--- src/rtl/dmem_access_controller.sv ---
`default_nettype none
// ============================================================================
// Module   : dmem_access_controller
// Purpose  : MEM-stage data-memory sequencer. Stalls the pipeline while a load
//            or store is outstanding, builds byte-lane strobes for stores,
//            extracts and extends load data, flags misaligned accesses and
//            memory timeouts.
// Revision : 1.0 - initial release
// ============================================================================
module dmem_access_controller #(
  parameter int TIMEOUT = 255
) (
  input  logic        clk,
  input  logic        rst,
  input  logic        MemReadM,
  input  logic        MemWriteM,
  input  logic [2:0]  funct3M,
  input  logic [31:0] ALUResultM,
  input  logic [31:0] WriteDataM,
  output logic        StallM,
  output logic [31:0] ReadDataM,
  output logic        MisalignM,
  output logic        AccessFaultM,
  output logic        dmem_req,
  output logic        dmem_we,
  output logic [31:0] dmem_addr,
  output logic [31:0] dmem_wdata,
  output logic [3:0]  dmem_wstrb,
  input  logic [31:0] dmem_rdata,
  input  logic        dmem_ready
);

  localparam logic [1:0] S_IDLE = 2'd0;
  localparam logic [1:0] S_REQ  = 2'd1;
  localparam logic [1:0] S_RESP = 2'd2;

  // Last counter value before giving up on dmem_ready; the request is held
  // for exactly TIMEOUT cycles (counter values 0..TIMEOUT-1).
  localparam logic [7:0] C_TMO_LAST = 8'(TIMEOUT - 1);

  logic [1:0]  r_state;
  logic [1:0]  w_next;
  logic [7:0]  r_cnt;
  logic        r_req;
  logic        r_we;
  logic [31:0] r_addr;
  logic [31:0] r_wdata;
  logic [3:0]  r_wstrb;
  logic [31:0] r_rdata;
  logic [2:0]  r_funct3;
  logic [1:0]  r_lo;
  logic        r_fault;

  logic        w_access;
  logic        w_is_byte;
  logic        w_is_half;
  logic        w_is_word;
  logic        w_start;
  logic        w_timeout;
  logic [3:0]  w_wstrb;
  logic [31:0] w_wdata;
  logic [7:0]  w_byte;
  logic [15:0] w_half;

  // Size decode; reserved encodings fall into the word case.
  assign w_access  = MemReadM | MemWriteM;
  assign w_is_byte = (funct3M[1:0] == 2'b00);
  assign w_is_half = (funct3M[1:0] == 2'b01);
  assign w_is_word = ~w_is_byte & ~w_is_half;

  assign MisalignM = w_access & ((w_is_half & ALUResultM[0]) |
                                 (w_is_word & (ALUResultM[1:0] != 2'b00)));

  assign w_start   = (r_state == S_IDLE) & w_access & ~MisalignM;
  assign w_timeout = (r_state == S_REQ) & ~dmem_ready & (r_cnt == C_TMO_LAST);

  // State register: reset drops any in-flight access immediately.
  always_ff @(posedge clk or posedge rst) begin
    if (rst) r_state <= S_IDLE;
    else     r_state <= w_next;
  end

  // Next-state logic: IDLE -> REQ on a valid access, REQ -> RESP on ready or
  // timeout, RESP always returns to IDLE without accepting a new access.
  always_comb begin
    w_next = r_state;
    case (r_state)
      S_IDLE:  if (w_start) w_next = S_REQ;
      S_REQ:   if (dmem_ready || w_timeout) w_next = S_RESP;
      S_RESP:  w_next = S_IDLE;
      default: w_next = S_IDLE;
    endcase
  end

  // FSM outputs: stall from the accepting IDLE cycle through the ready cycle.
  always_comb begin
    StallM = 1'b0;
    case (r_state)
      S_IDLE:  StallM = w_start;
      S_REQ:   StallM = 1'b1;
      default: StallM = 1'b0;
    endcase
  end

  // Store lane steering: replicate the right-justified data across lanes.
  always_comb begin
    w_wstrb = 4'b1111;
    w_wdata = WriteDataM;
    if (w_is_byte) begin
      w_wstrb = 4'b0001 << ALUResultM[1:0];
      w_wdata = {4{WriteDataM[7:0]}};
    end else if (w_is_half) begin
      w_wstrb = 4'b0011 << {ALUResultM[1], 1'b0};
      w_wdata = {2{WriteDataM[15:0]}};
    end
  end

  // Request registers, timeout counter, read latch and fault pulse.
  always_ff @(posedge clk or posedge rst) begin
    if (rst) begin
      r_req    <= 1'b0;
      r_we     <= 1'b0;
      r_addr   <= 32'h0;
      r_wdata  <= 32'h0;
      r_wstrb  <= 4'h0;
      r_rdata  <= 32'h0;
      r_funct3 <= 3'h0;
      r_lo     <= 2'h0;
      r_cnt    <= 8'h0;
      r_fault  <= 1'b0;
    end else begin
      r_fault <= 1'b0;
      if (w_start) begin
        r_req    <= 1'b1;
        r_we     <= MemWriteM;
        r_addr   <= {ALUResultM[31:2], 2'b00};
        r_wdata  <= w_wdata;
        r_wstrb  <= MemWriteM ? w_wstrb : 4'b0000;
        r_funct3 <= funct3M;
        r_lo     <= ALUResultM[1:0];
        r_cnt    <= 8'h0;
      end else if (r_state == S_REQ) begin
        if (dmem_ready) begin
          r_req   <= 1'b0;
          r_rdata <= dmem_rdata;
        end else if (w_timeout) begin
          r_req   <= 1'b0;
          r_rdata <= 32'h0;
          r_fault <= 1'b1;
        end else begin
          r_cnt <= r_cnt + 8'd1;
        end
      end
    end
  end

  // Load extraction and extension from the latched word.
  always_comb begin
    w_byte = r_rdata[{r_lo, 3'b000} +: 8];
    w_half = r_rdata[{r_lo[1], 4'b0000} +: 16];
    case (r_funct3[1:0])
      2'b00:   ReadDataM = {{24{w_byte[7] & ~r_funct3[2]}}, w_byte};
      2'b01:   ReadDataM = {{16{w_half[15] & ~r_funct3[2]}}, w_half};
      default: ReadDataM = r_rdata;
    endcase
  end

  assign AccessFaultM = r_fault;
  assign dmem_req     = r_req;
  assign dmem_we      = r_we;
  assign dmem_addr    = r_addr;
  assign dmem_wdata   = r_wdata;
  assign dmem_wstrb   = r_wstrb;

endmodule
`default_nettype wire

--- config.mk ---
export PLATFORM = sky130hd
export DESIGN_NAME = dmem_access_controller
export DESIGN_NICKNAME = d
export VERILOG_FILES = /design/src/rtl/dmem_access_controller.sv
export SDC_FILE = /design/constraint.sdc
export NUM_CORES = 1
export LEC_CHECK = 0
export ABC_AREA = 0
export CAP_MARGIN = 40
export CORE_AREA = 4 4 109 111
export CTS_CLUSTER_DIAMETER = 60
export DETAILED_ROUTE_END_ITERATION = 8
export DIE_AREA = 0 0 113 115
export DONT_BUFFER_PORTS = 1
export RECOVER_POWER = 50
export SLEW_MARGIN = 20
export SYNTH_ARGS = -nofsm -noshare
export SYNTH_HDL_FRONTEND = slang
export SYNTH_SLANG_ARGS = --single-unit
--- constraint.sdc ---
create_clock -name clk -period 4 [get_ports clk]
set_input_delay 0.6 -clock clk [delete_from_list [all_inputs] [get_ports clk]]
set_output_delay 0.6 -clock clk [all_outputs]
set_load 0.01 [all_outputs]
### Close-up of the layout, run 1

Region (3, 61) to (53, 111) um. Cells in gray, sequential cells in the stronger gray; small squares are vias.
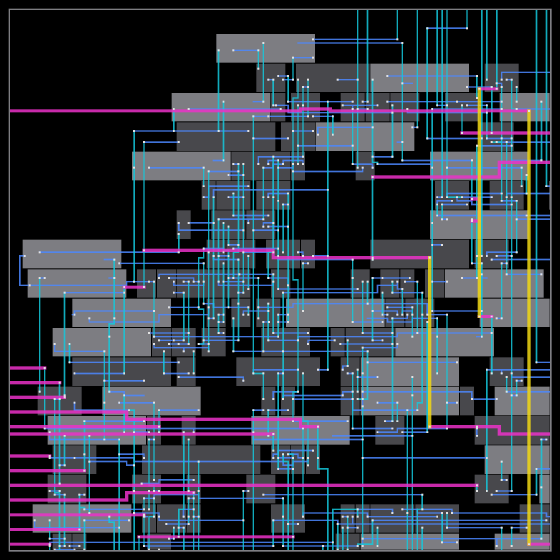
M2: drawn in cyan. M1: drawn in blue. M4: drawn in yellow. M3: drawn in magenta.
112 logic cells have their middle in the window. Sequential cells in the window: 26. Netlist names of flops here include `r_cnt` (8), `r_rdata` (8), `dmem_wdata` (2). Most frequent: dfrtp_1 (26), nor2_1 (10), a22o_1 (8).

### Register map, names as in the netlist, run 1

Other sequential cells in the stronger gray, the rest of the logic in the fainter gray.
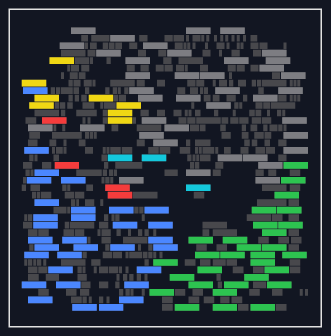
`r_cnt`: drawn in yellow, flops 8. `dmem_addr`: drawn in green, flops 30, where lower right. `r_funct3`: drawn in cyan, flops 3. `dmem_wstrb`: drawn in red, flops 4, where middle left. `dmem_wdata`: drawn in blue, flops 32.
Another 39 sequential cells are not colored.
Final Core Density: 56.7%
sequential cell area: 2900 sq um
flop share of the area: 47.4%
Seq group: 2320 uW

==> run notes, run 1 <==
yosys + openroad results -> uppermost layer routed=met4, WS Path Type=flop to output port, area grow syn2layout=13.3%, Mux cell area share=~14%, max-cap viol count=0, Clock-cell share=under 10%, power share of the clock group=between 20 and 30%, Overflow after GRT=0, Reg-to-Reg End=dmem_addr[11], Reg2Reg Launch Point=r_state[1], post-CTS setup buffers=0, status=completed, CP Data Required Time=approximately 3.4 ns, CP Buf/Inv Count=0, Pre-antenna DRT Iters=4, Max clock buf depth=2, sequential power share=between 40% and 50%, hold_sp=ALUResultM[29], Vias per Instance=~5.9, Least-Margin Pin Slew=1.40 ns, met1 wire length=approximately 5100 um, dpl hpwl=9750 um, Yosys cell types=44, fp util=between 50% and 60%, GR Util met3=a little under a tenth, Comb. pwr=roughly 1500 uW, Flops=between 100 and 150, Inverters=6, Hold-fix buffers, CTS=1, GR Util met1=24.3%, max incr delay on CP=around 0.60 ns, Met3 Wirelength=between 1000 and 1500 um, most common cell in the synthesized netlist=dfrtp_1, top cell category=flip-flops and latches, R2R cell count=5, setup TNS=0 ns, Clk. pwr=1480 uW, final wirelength=between 10000 and 15000 um, CTS tree=built, sw frac=roughly 37%, GRT Total Usage=21.0%, metal2 WL=around 6500 um, Layout clock buffers=23, vias in the first global route=~4000, DR WL/cell=21.2 um
### PDN straps and rails, run 1

Pins as bars on the die edge.
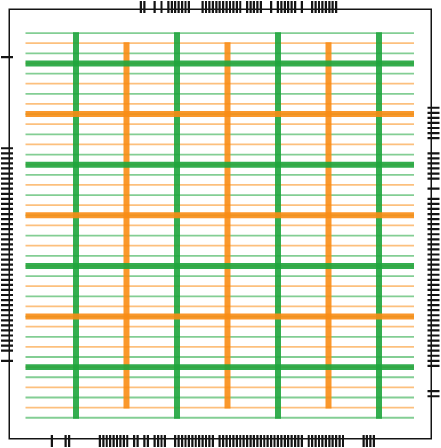
VSS: drawn in green. VDD: drawn in orange.
7 straps on met5. 209 signal pins sit on the boundary.
die height: 115 um
Die X-Extent: 113 um
Core Area: 10800 sq um

==> run 2, diff against run 1 <==
==> constraint.sdc (replaced) <==
create_clock -name clk -period 3.2 [get_ports clk]
set_input_delay 0.48 -clock clk [delete_from_list [all_inputs] [get_ports clk]]
set_output_delay 0.48 -clock clk [all_outputs]
set_load 0.01 [all_outputs]
### Clock nets, run 2

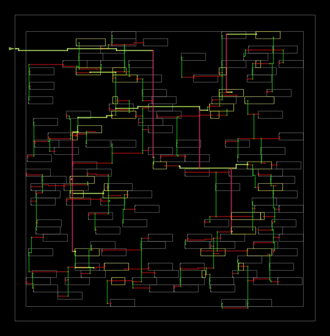
CTS buffer count: 17
clk latency late pin: 0.52 ns
Setup Skew: 0.00666 ns
clk sink count: 116

==> run 2 against run 1 <==
Net effect:
- core utilization decreased by 0.17 points
- count of clock-buffer cells in the layout unchanged
- register-to-register slack lost 0.92 ns
- clock skew down 0.00081 ns
- die size did not move
- final cell count fell by 0.16%
- synthesized cell count is the same
- cell area is 0.31% lower
- wire length decreased by 0.98%
- worst setup slack worse by 0.58 ns
- combinational power grew 27%
- area after synthesis is the same
- largest power group unchanged
- highest routed layer unchanged
==> run notes, run 2 <==
yosys + openroad results -> GR Util met1=between 20 and 30%, metal2 WL=around 6300 um, CP Data Required Time=approximately 2.7 ns, status=completed, flop share of the area=between 40 and 50%, R2R cell count=4, Met3 Wirelength=1430 um, Reg2Reg Launch Point=r_state[1], CTS tree=built, Least-Margin Pin Slew=~1.4 ns, DR WL/cell=21.0 um, Die X-Extent=around 110 um, sequential cell area=2900 sq um, max-cap viol count=0, fp util=between 50% and 60%, power share of the clock group=between 20% and 30%, setup TNS=0 ns, Core Area=roughly 11000 sq um, GRT Total Usage=between 20% and 30%, Max clock buf depth=2, Comb. pwr=about 1900 uW, sw frac=between 30% and 40%, Overflow after GRT=0, Pre-antenna DRT Iters=5, Hold-fix buffers, CTS=1, area grow syn2layout=12.9%, dpl hpwl=around 9600 um, most common cell in the synthesized netlist=dfrtp_1, die height=115 um, met1 wire length=roughly 5300 um, vias in the first global route=~3800, hold_sp=WriteDataM[0]
### Register map, names as in the netlist, run 2

Other sequential cells in the stronger gray, the rest of the logic in the fainter gray.
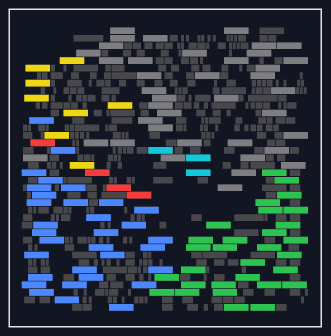
`dmem_addr`: drawn in green, flops 30, where lower right. `dmem_wdata`: drawn in blue, flops 32. `r_cnt`: drawn in yellow, flops 8. `r_funct3`: drawn in cyan, flops 3. `dmem_wstrb`: drawn in red, flops 4.

### Selected gate families, run 2

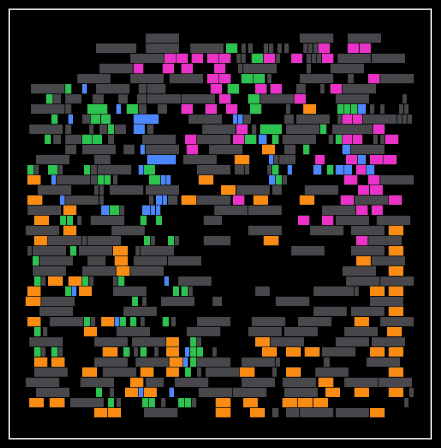

==> run 3, diff against run 2 <==
--- a/config.mk
+++ b/config.mk
@@ -7,10 +7,10 @@
 export LEC_CHECK = 0
 export ABC_AREA = 0
 export CAP_MARGIN = 40
-export CORE_AREA = 4 4 109 111
+export CORE_AREA = 4 4 90 135
 export CTS_CLUSTER_DIAMETER = 60
 export DETAILED_ROUTE_END_ITERATION = 8
-export DIE_AREA = 0 0 113 115
+export DIE_AREA = 0 0 94 139
 export DONT_BUFFER_PORTS = 1
 export RECOVER_POWER = 50
 export SLEW_MARGIN = 20
### Selected gate families, run 3

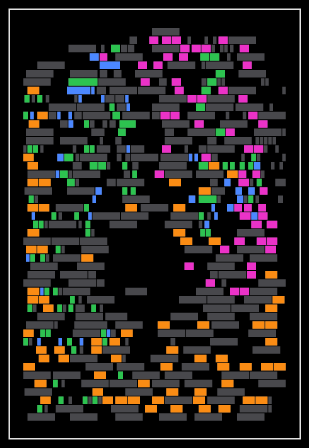
aoi and oai cells: drawn in green, cells 73, most used o21ai_0. nor cells: drawn in blue, cells 38, most used nor2_1. non-inverting ao/oa cells: drawn in magenta, cells 54, most used a22o_1. mux cells: drawn in orange, cells 72, most used mux2_1.

### Register map, names as in the netlist, run 3

Other sequential cells in the stronger gray, the rest of the logic in the fainter gray.
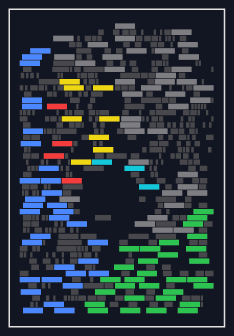
`r_cnt`: drawn in yellow, flops 8. `dmem_addr`: drawn in green, flops 30. `r_funct3`: drawn in cyan, flops 3. `dmem_wstrb`: drawn in red, flops 4, where middle left. `dmem_wdata`: drawn in blue, flops 32, where a column on the left.
Another 39 sequential cells are not colored.

==> run 3 against run 2 <==
Net effect:
- the flow now finishes with violations (capacitance limit, slew limit)
- wire length increased by 1.6%
- clock power decreased by 6%
- final cell count increased by 1.3%
- hold slack improved by 0.11 ns
- die size increased by 0.55%
- largest cell class unchanged
==> run notes, run 3 <==
yosys + openroad results -> power share of the clock group=between 20% and 30%, Setup Skew=around 0.0072 ns, Max clock buf depth=2, Reg2Reg Launch Point=r_cnt[0], Seq group=2900 uW, sequential cell area=between 2000 and 3000 sq um, sequential power share=around 45%, hold_sp=ALUResultM[3], post-CTS setup buffers=0, die height=approximately 140 um, top cell category=flip-flops and latches, final wirelength=approximately 13000 um, Clock-cell share=around 9.1%, R2R cell count=7, status=complete, but fails checks, Inverters=6, Max Slew Vio Count=30, metal2 WL=7230 um, Hold-fix buffers, CTS=1, GR Util met1=roughly a quarter, fp util=between 40% and 50%, CTS buffer count=17, uppermost layer routed=met4, Layout clock buffers=17, area grow syn2layout=13.1%, max-cap viol count=1, failing checks=capacitance limit, slew limit, Final Core Density=55.9%, vias in the first global route=roughly 3900
Power and IR drop assume default switching activity.
